<file path="config.mk">
export PLATFORM = sky130hd
export DESIGN_NAME = core_pipe_exec_alu_mc
export DESIGN_NICKNAME = d
export VERILOG_FILES = /design/src/rtl/core_alu_pkg.sv /design/src/rtl/core_alu_shift_step.sv /design/src/rtl/core_pipe_exec_alu_mc.sv
export SDC_FILE = /design/constraint.sdc
export NUM_CORES = 2
export LEC_CHECK = 0
export CAP_MARGIN = 20
export CORE_ASPECT_RATIO = 1.2
export CORE_MARGIN = 2
export CORE_UTILIZATION = 58
export CTS_CLUSTER_DIAMETER = 150
export DETAILED_ROUTE_END_ITERATION = 8
export DONT_BUFFER_PORTS = 1
export PLACE_DENSITY = 0.77
export SLEW_MARGIN = 20
export SYNTH_ARGS = -nofsm -noshare
export SYNTH_HDL_FRONTEND = slang
export SYNTH_SLANG_ARGS = --single-unit
</file>
<file path="constraint.sdc">
create_clock -name g_clk -period 12.93 [get_ports g_clk]
set_clock_uncertainty 0.2 [all_clocks]
set_input_delay 1.9395 -clock g_clk [delete_from_list [all_inputs] [get_ports g_clk]]
set_output_delay 1.9395 -clock g_clk [all_outputs]
set_load 0.02 [all_outputs]
</file>
<file path="src/rtl/core_alu_pkg.sv">
// ---------------------------------------------------------------------------
// core_alu_pkg
// Shared constants for the multi-cycle execute-stage ALU:
//   - bit positions inside the one-hot req_op vector and its width
//   - FSM state encoding used by core_pipe_exec_alu_mc
// ---------------------------------------------------------------------------
package core_alu_pkg;

    localparam int ALU_OP_W    = 10;

    localparam int ALU_OP_ADD  = 0;
    localparam int ALU_OP_SUB  = 1;
    localparam int ALU_OP_XOR  = 2;
    localparam int ALU_OP_OR   = 3;
    localparam int ALU_OP_AND  = 4;
    localparam int ALU_OP_SLT  = 5;
    localparam int ALU_OP_SLTU = 6;
    localparam int ALU_OP_SRL  = 7;
    localparam int ALU_OP_SLL  = 8;
    localparam int ALU_OP_SRA  = 9;

    localparam logic [1:0] ALU_ST_IDLE  = 2'd0;
    localparam logic [1:0] ALU_ST_SHIFT = 2'd1;
    localparam logic [1:0] ALU_ST_DONE  = 2'd2;

endpackage

</file>
<file path="src/rtl/core_alu_shift_step.sv">
// ---------------------------------------------------------------------------
// core_alu_shift_step
// Combinational shift of val_i by amt_i bits (0..STEP), left or right.
// Right shifts fill with val_i's msb when arith_i is set, zeros otherwise.
//
// Ports:
//   val_i   [W-1:0]   value to shift
//   amt_i   [AW-1:0]  shift distance, 0..STEP
//   left_i            1 = shift left, 0 = shift right
//   arith_i           right shifts replicate the msb
//   res_o   [W-1:0]   shifted value
// ---------------------------------------------------------------------------
module core_alu_shift_step #(
    parameter int W    = 64,
    parameter int STEP = 8,
    parameter int AW   = $clog2(STEP + 1)
) (
    input  logic [W-1:0]  val_i,
    input  logic [AW-1:0] amt_i,
    input  logic          left_i,
    input  logic          arith_i,
    output logic [W-1:0]  res_o
);

    logic fill;
    logic [W-1:0] ones;

    always_comb begin
        fill = arith_i & val_i[W-1];
        ones = '1;
        if (left_i) begin
            res_o = val_i << amt_i;
        end else begin
            // The vacated upper bits are exactly those cleared in (ones >> amt).
            res_o = (val_i >> amt_i) | (fill ? ~(ones >> amt_i) : '0);
        end
    end

endmodule

</file>
<file path="src/rtl/core_pipe_exec_alu_mc.sv">
// ---------------------------------------------------------------------------
// core_pipe_exec_alu_mc
// Multi-cycle integer ALU for the execute stage with a req/rsp handshake and
// a registered result. add/sub/logic/compare complete in one cycle; shifts
// walk SHIFT_STEP bits per cycle through a single core_alu_shift_step.
//
// Build option: define CORE_ALU_FAST_SHIFT_EN to replace the iterative
// shifter with a log2(XLEN)-stage barrel shifter (every op latency 1, no
// SHIFT state, no remaining-amount counter).
//
// Ports:
//   g_clk, g_resetn        clock, synchronous active-low reset
//   flush                  drop in-flight op, block acceptance this cycle
//   req_valid/req_ready    request handshake
//   req_opr_a, req_opr_b   operands (B also carries the shift amount)
//   req_word               32-bit op with sign-extended result (XLEN=64)
//   req_op                 one-hot op select, see core_alu_pkg
//   rsp_valid/rsp_ready    response handshake
//   rsp_result             op result
//   rsp_add_out            raw full-width A+B / A-B
//   rsp_cmp_eq, rsp_cmp_lt comparison flags
//   busy                   FSM not idle
// ---------------------------------------------------------------------------
module core_pipe_exec_alu_mc
    import core_alu_pkg::*;
#(
    parameter int XLEN       = 64,
    parameter int SHIFT_STEP = 8
) (
    input  logic                g_clk,
    input  logic                g_resetn,
    input  logic                flush,
    input  logic                req_valid,
    output logic                req_ready,
    input  logic [XLEN-1:0]     req_opr_a,
    input  logic [XLEN-1:0]     req_opr_b,
    input  logic                req_word,
    input  logic [ALU_OP_W-1:0] req_op,
    output logic                rsp_valid,
    input  logic                rsp_ready,
    output logic [XLEN-1:0]     rsp_result,
    output logic [XLEN-1:0]     rsp_add_out,
    output logic                rsp_cmp_eq,
    output logic                rsp_cmp_lt,
    output logic                busy
);

    localparam int SA_W = $clog2(XLEN);

    function automatic logic [XLEN-1:0] sext32(input logic [31:0] v);
        logic [XLEN-1:0] r;
        r       = {XLEN{v[31]}};
        r[31:0] = v;
        return r;
    endfunction

    function automatic logic [XLEN-1:0] zext32(input logic [31:0] v);
        logic [XLEN-1:0] r;
        r       = '0;
        r[31:0] = v;
        return r;
    endfunction

    // ---------------- registered state ----------------
    logic [1:0]      state_q, state_d;
    logic [XLEN-1:0] res_q,   res_d;
    logic [XLEN-1:0] add_q,   add_d;
    logic            eq_q,    eq_d;
    logic            lt_q,    lt_d;

    // ---------------- request decode ----------------
    logic            word;
    logic            accept;
    logic            sub_op;
    logic            is_shift;
    logic [XLEN-1:0] sum;
    logic [XLEN-1:0] add_res;
    logic            cmp_eq;
    logic            lts;
    logic            ltu;
    logic            cmp_lt;
    logic [XLEN-1:0] alu_res;
    logic [SA_W-1:0] sh_amt;
    logic [XLEN-1:0] sh_prep;
    logic [XLEN-1:0] sh_res;   // shift result when it completes on the accept edge
    logic            sh_go;    // shift needs the SHIFT state

    assign word      = req_word && (XLEN == 64);
    assign req_ready = !flush && ((state_q == ALU_ST_IDLE) ||
                                  ((state_q == ALU_ST_DONE) && rsp_ready));
    assign accept    = req_valid && req_ready;

    // slt/sltu also subtract so rsp_add_out shows A-B for them.
    assign sub_op   = req_op[ALU_OP_SUB] | req_op[ALU_OP_SLT] | req_op[ALU_OP_SLTU];
    assign is_shift = req_op[ALU_OP_SRL] | req_op[ALU_OP_SLL] | req_op[ALU_OP_SRA];
    assign sum      = req_opr_a + (sub_op ? ~req_opr_b : req_opr_b)
                    + {{(XLEN-1){1'b0}}, sub_op};
    assign add_res  = word ? sext32(sum[31:0]) : sum;

    always_comb begin
        if (word) begin
            cmp_eq = req_opr_a[31:0] == req_opr_b[31:0];
            lts    = $signed(req_opr_a[31:0]) < $signed(req_opr_b[31:0]);
            ltu    = req_opr_a[31:0] < req_opr_b[31:0];
        end else begin
            cmp_eq = req_opr_a == req_opr_b;
            lts    = $signed(req_opr_a) < $signed(req_opr_b);
            ltu    = req_opr_a < req_opr_b;
        end
        cmp_lt = req_op[ALU_OP_SLTU] ? ltu : lts;
    end

    // Terms are OR-ed; a zero op vector therefore yields 0.
    always_comb begin
        alu_res = '0;
        if (req_op[ALU_OP_ADD] | req_op[ALU_OP_SUB]) alu_res |= add_res;
        if (req_op[ALU_OP_XOR]) alu_res |= req_opr_a ^ req_opr_b;
        if (req_op[ALU_OP_OR])  alu_res |= req_opr_a | req_opr_b;
        if (req_op[ALU_OP_AND]) alu_res |= req_opr_a & req_opr_b;
        alu_res[0] = alu_res[0] | (req_op[ALU_OP_SLT] & lts) | (req_op[ALU_OP_SLTU] & ltu);
    end

    // Word shifts use 5 amount bits and a 32-bit source extended so that a
    // plain full-width shift gives the right low word.
    always_comb begin
        sh_amt = req_opr_b[SA_W-1:0];
        if (word) sh_amt[SA_W-1] = 1'b0;
        sh_prep = req_opr_a;
        if (word && !req_op[ALU_OP_SLL]) begin
            sh_prep = req_op[ALU_OP_SRA] ? sext32(req_opr_a[31:0]) : zext32(req_opr_a[31:0]);
        end
    end

`ifdef CORE_ALU_FAST_SHIFT_EN
    // Barrel: stage k shifts by 2^k when amount bit k is set.
    logic [XLEN-1:0] bar [SA_W+1];

    assign bar[0] = sh_prep;

    for (genvar k = 0; k < SA_W; k++) begin : g_bar
        logic [k:0] st_amt;
        always_comb begin
            st_amt    = '0;
            st_amt[k] = sh_amt[k];
        end
        core_alu_shift_step #(
            .W    (XLEN),
            .STEP (1 << k)
        ) u_stage (
            .val_i   (bar[k]),
            .amt_i   (st_amt),
            .left_i  (req_op[ALU_OP_SLL]),
            .arith_i (req_op[ALU_OP_SRA]),
            .res_o   (bar[k+1])
        );
    end

    assign sh_res = word ? sext32(bar[SA_W][31:0]) : bar[SA_W];
    assign sh_go  = 1'b0;
`else
    localparam logic [SA_W:0] STEP_L = (SA_W+1)'(SHIFT_STEP);

    logic [SA_W-1:0] rem_q,  rem_d;
    logic [XLEN-1:0] work_q, work_d;
    logic            shl_q,  shl_d;
    logic            sar_q,  sar_d;
    logic            wrd_q,  wrd_d;
    logic [SA_W:0]   rem_ext;
    logic            step_last;
    logic [SA_W:0]   step_w;
    logic [XLEN-1:0] step_res;

    // Zero-amount shifts complete straight from the prepared value.
    assign sh_res = word ? sext32(sh_prep[31:0]) : sh_prep;
    assign sh_go  = is_shift && (sh_amt != '0);

    assign rem_ext   = {1'b0, rem_q};
    assign step_last = rem_ext <= STEP_L;
    assign step_w    = step_last ? rem_ext : STEP_L;

    core_alu_shift_step #(
        .W    (XLEN),
        .STEP (SHIFT_STEP),
        .AW   (SA_W + 1)
    ) u_step (
        .val_i   (work_q),
        .amt_i   (step_w),
        .left_i  (shl_q),
        .arith_i (sar_q),
        .res_o   (step_res)
    );
`endif

    // ---------------- next state ----------------
    always_comb begin
        state_d = state_q;
        res_d   = res_q;
        add_d   = add_q;
        eq_d    = eq_q;
        lt_d    = lt_q;
`ifndef CORE_ALU_FAST_SHIFT_EN
        rem_d   = rem_q;
        work_d  = work_q;
        shl_d   = shl_q;
        sar_d   = sar_q;
        wrd_d   = wrd_q;
`endif
        if (flush) begin
            // Result registers keep their last value; only the FSM is dropped.
            state_d = ALU_ST_IDLE;
        end else begin
`ifndef CORE_ALU_FAST_SHIFT_EN
            if (state_q == ALU_ST_SHIFT) begin
                work_d = step_res;
                rem_d  = rem_q - step_w[SA_W-1:0];
                if (step_last) begin
                    state_d = ALU_ST_DONE;
                    res_d   = wrd_q ? sext32(step_res[31:0]) : step_res;
                end
            end
`endif
            if ((state_q == ALU_ST_DONE) && rsp_ready) state_d = ALU_ST_IDLE;
            if (state_q == 2'd3) state_d = ALU_ST_IDLE;

            if (accept) begin
                add_d = sum;
                eq_d  = cmp_eq;
                lt_d  = cmp_lt;
                if (sh_go) begin
`ifndef CORE_ALU_FAST_SHIFT_EN
                    state_d = ALU_ST_SHIFT;
                    work_d  = sh_prep;
                    rem_d   = sh_amt;
                    shl_d   = req_op[ALU_OP_SLL];
                    sar_d   = req_op[ALU_OP_SRA];
                    wrd_d   = word;
`endif
                end else begin
                    state_d = ALU_ST_DONE;
                    res_d   = is_shift ? sh_res : alu_res;
                end
            end
        end
    end

    always_ff @(posedge g_clk) begin
        if (!g_resetn) begin
            state_q <= ALU_ST_IDLE;
            res_q   <= '0;
            add_q   <= '0;
            eq_q    <= 1'b0;
            lt_q    <= 1'b0;
`ifndef CORE_ALU_FAST_SHIFT_EN
            rem_q   <= '0;
            work_q  <= '0;
            shl_q   <= 1'b0;
            sar_q   <= 1'b0;
            wrd_q   <= 1'b0;
`endif
        end else begin
            state_q <= state_d;
            res_q   <= res_d;
            add_q   <= add_d;
            eq_q    <= eq_d;
            lt_q    <= lt_d;
`ifndef CORE_ALU_FAST_SHIFT_EN
            rem_q   <= rem_d;
            work_q  <= work_d;
            shl_q   <= shl_d;
            sar_q   <= sar_d;
            wrd_q   <= wrd_d;
`endif
        end
    end

    assign rsp_valid   = state_q == ALU_ST_DONE;
    assign busy        = state_q != ALU_ST_IDLE;
    assign rsp_result  = res_q;
    assign rsp_add_out = add_q;
    assign rsp_cmp_eq  = eq_q;
    assign rsp_cmp_lt  = lt_q;

endmodule

</file>
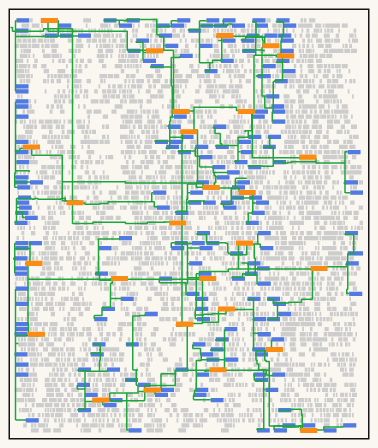
**Above:** routed clock nets over the placement.
Key: clock-net drivers = orange [count 27]; flip-flops = blue [count 205]; clock wires = green [length 3430 um]
Position of the flops: spread over the die. There are 28 routed clock nets.
Latency at later pin: 580 ps
clock network power: 0.795 mW

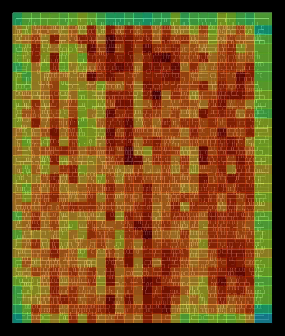
**Above:** routing congestion map.
M1 GR Usage: 0.621
fin util: 0.613
Wirelength per Cell: 27.8 um
met3 Usage GRT: 0.149
gr usage total: 0.470

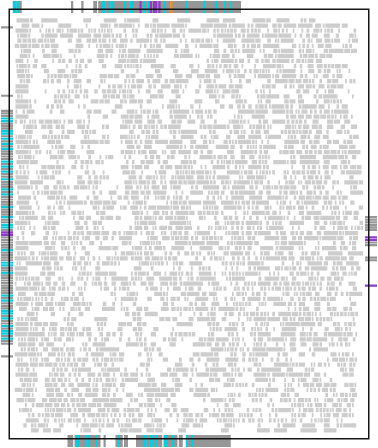
**Above:** pin placement.
Pins as bars across the die edge, other pins in gray.
Key: rsp_cmp_lt = orange [pins 1, direction output, edge top]; req_op = purple [pins 10, direction input, edge 5 top, 3 right, 2 left]; req_opr_b = cyan [pins 64, direction input, edge 30 left, 18 top, 16 bottom]
All pins by edge: 96 left, 92 top, 76 bottom, 13 right.
input/output buffers: 0
DIE WIDTH: 192 um
Die Span Y: 230 um

==> flow_summary.toml <==
# implementation run metrics
[status]
outcome = "finished clean"

[critical_path]
cp_data_arrival_time_ps = 6620
reg2reg_to = "rsp_result[44]"
critPathKind = "in2reg"
cp-start-kind = "input pin"
endpoint = "rsp_result[62]"
cp_top_family = "AND-OR/OR-AND gates"
r2r_cells = 12
path_buffers = 2
critical_path_required_ps = 13190
worstReg2RegStart = "rem_q[3]"
critical_path.startpoint = "req_op[5]"
cp_num_cells = 16

[final_timing]
tns_ps = 0
drv_slew = 0
max_freq_mhz = 157
setup_viol = 0
hold_viol = 0
setup_ws_ps = 6580
rsz0062_at_grt = "false"
finalClockPeriodUsage = 0.491
slew_headroom = 0.216
finalHoldWorstSlack_ps = 279
finalCriticalPeriod_ps = 6350

[cells_and_area]
comb_area_sq_um = 18800
nNonClkBuffers = 42
design.seq.count = 205
final_cell_mix = "o21ai_0, nand2_1, a21oi_1"
fin_area_sq_um = 25700
seq_area_sq_um = 4110
final_common_cell = "o21ai_0"
instances_no_fill = 3863
nets = 3704
comb_cells = 2810
largest_class = "logic gates"
drive_gt1_frac = 0.0525

[min_path]
min_to = "work_q[0]"
min-delay-start = "work_q[0]"
hold_class = "reg2reg"

[logic_synthesis]
yosysUniqueCellTypes = 79
yosysTopAreaCellShare = 0.166
yosys.area.top_type = "dfxtp_1"
synth.logic.top_family = "AND-OR/OR-AND gates"
ys_top_cells_by_area = "dfxtp_1, ha_1, o21ai_0"
simple_gate_share = 0.160
synth.cell_area_sq_um = 24700
avgSynthCellArea_sq_um = 7.07
syn-num-nets = 3900
xor_share = 0.0440
ys_sh_mux = 0.104
syn_inst = 3494
ys.flops = 205
ys_area_sq_um = 24700
yosys_cells = 3494
compound_area_frac = 0.318
edf_count = 0

[cts]
cts-root-buf = "clkbuf_16"
cts.reportedPaths.clkPinSlew_ps = 70
cts.sinks = 205
cts_tree = "yes"
clockBufferDepth = 3
cts_buffers = 27
htree_levels = 1
hold_buffers = 0
cts_setup_buffers = 0

[route]
via_count = 27600
drt_iter0_markers = 3468
ant_nets = 0
first_pass_iters = 8
wirelength_um = 107000
wl_met1_um = 40500
drc = 0

[grt]
grt_first_pass_wirelength_um = 159000
antenna_found_initial = 1
busiest_layer = "met2"
met2_usage = 0.685

[die]
chip_area_sq_um = 44200
num_rows = 82
fp_util = 0.590
nWellTaps = 546

[placement]
placed_cells_incl_taps = 3814
pre_cts_slack_ps = 5810
dp_hpwl_um = 80300
dpl_cell_area_sq_um = 24700

[power_and_ir_drop]
clockPowerShare = 0.318
p_seq_frac = 0.302
combPwrFrac = 0.379
leakagePower_nw = 10.5
p_seq_mw = 0.754

[run]
warning_count = 160
Power and IR drop assume default switching activity.
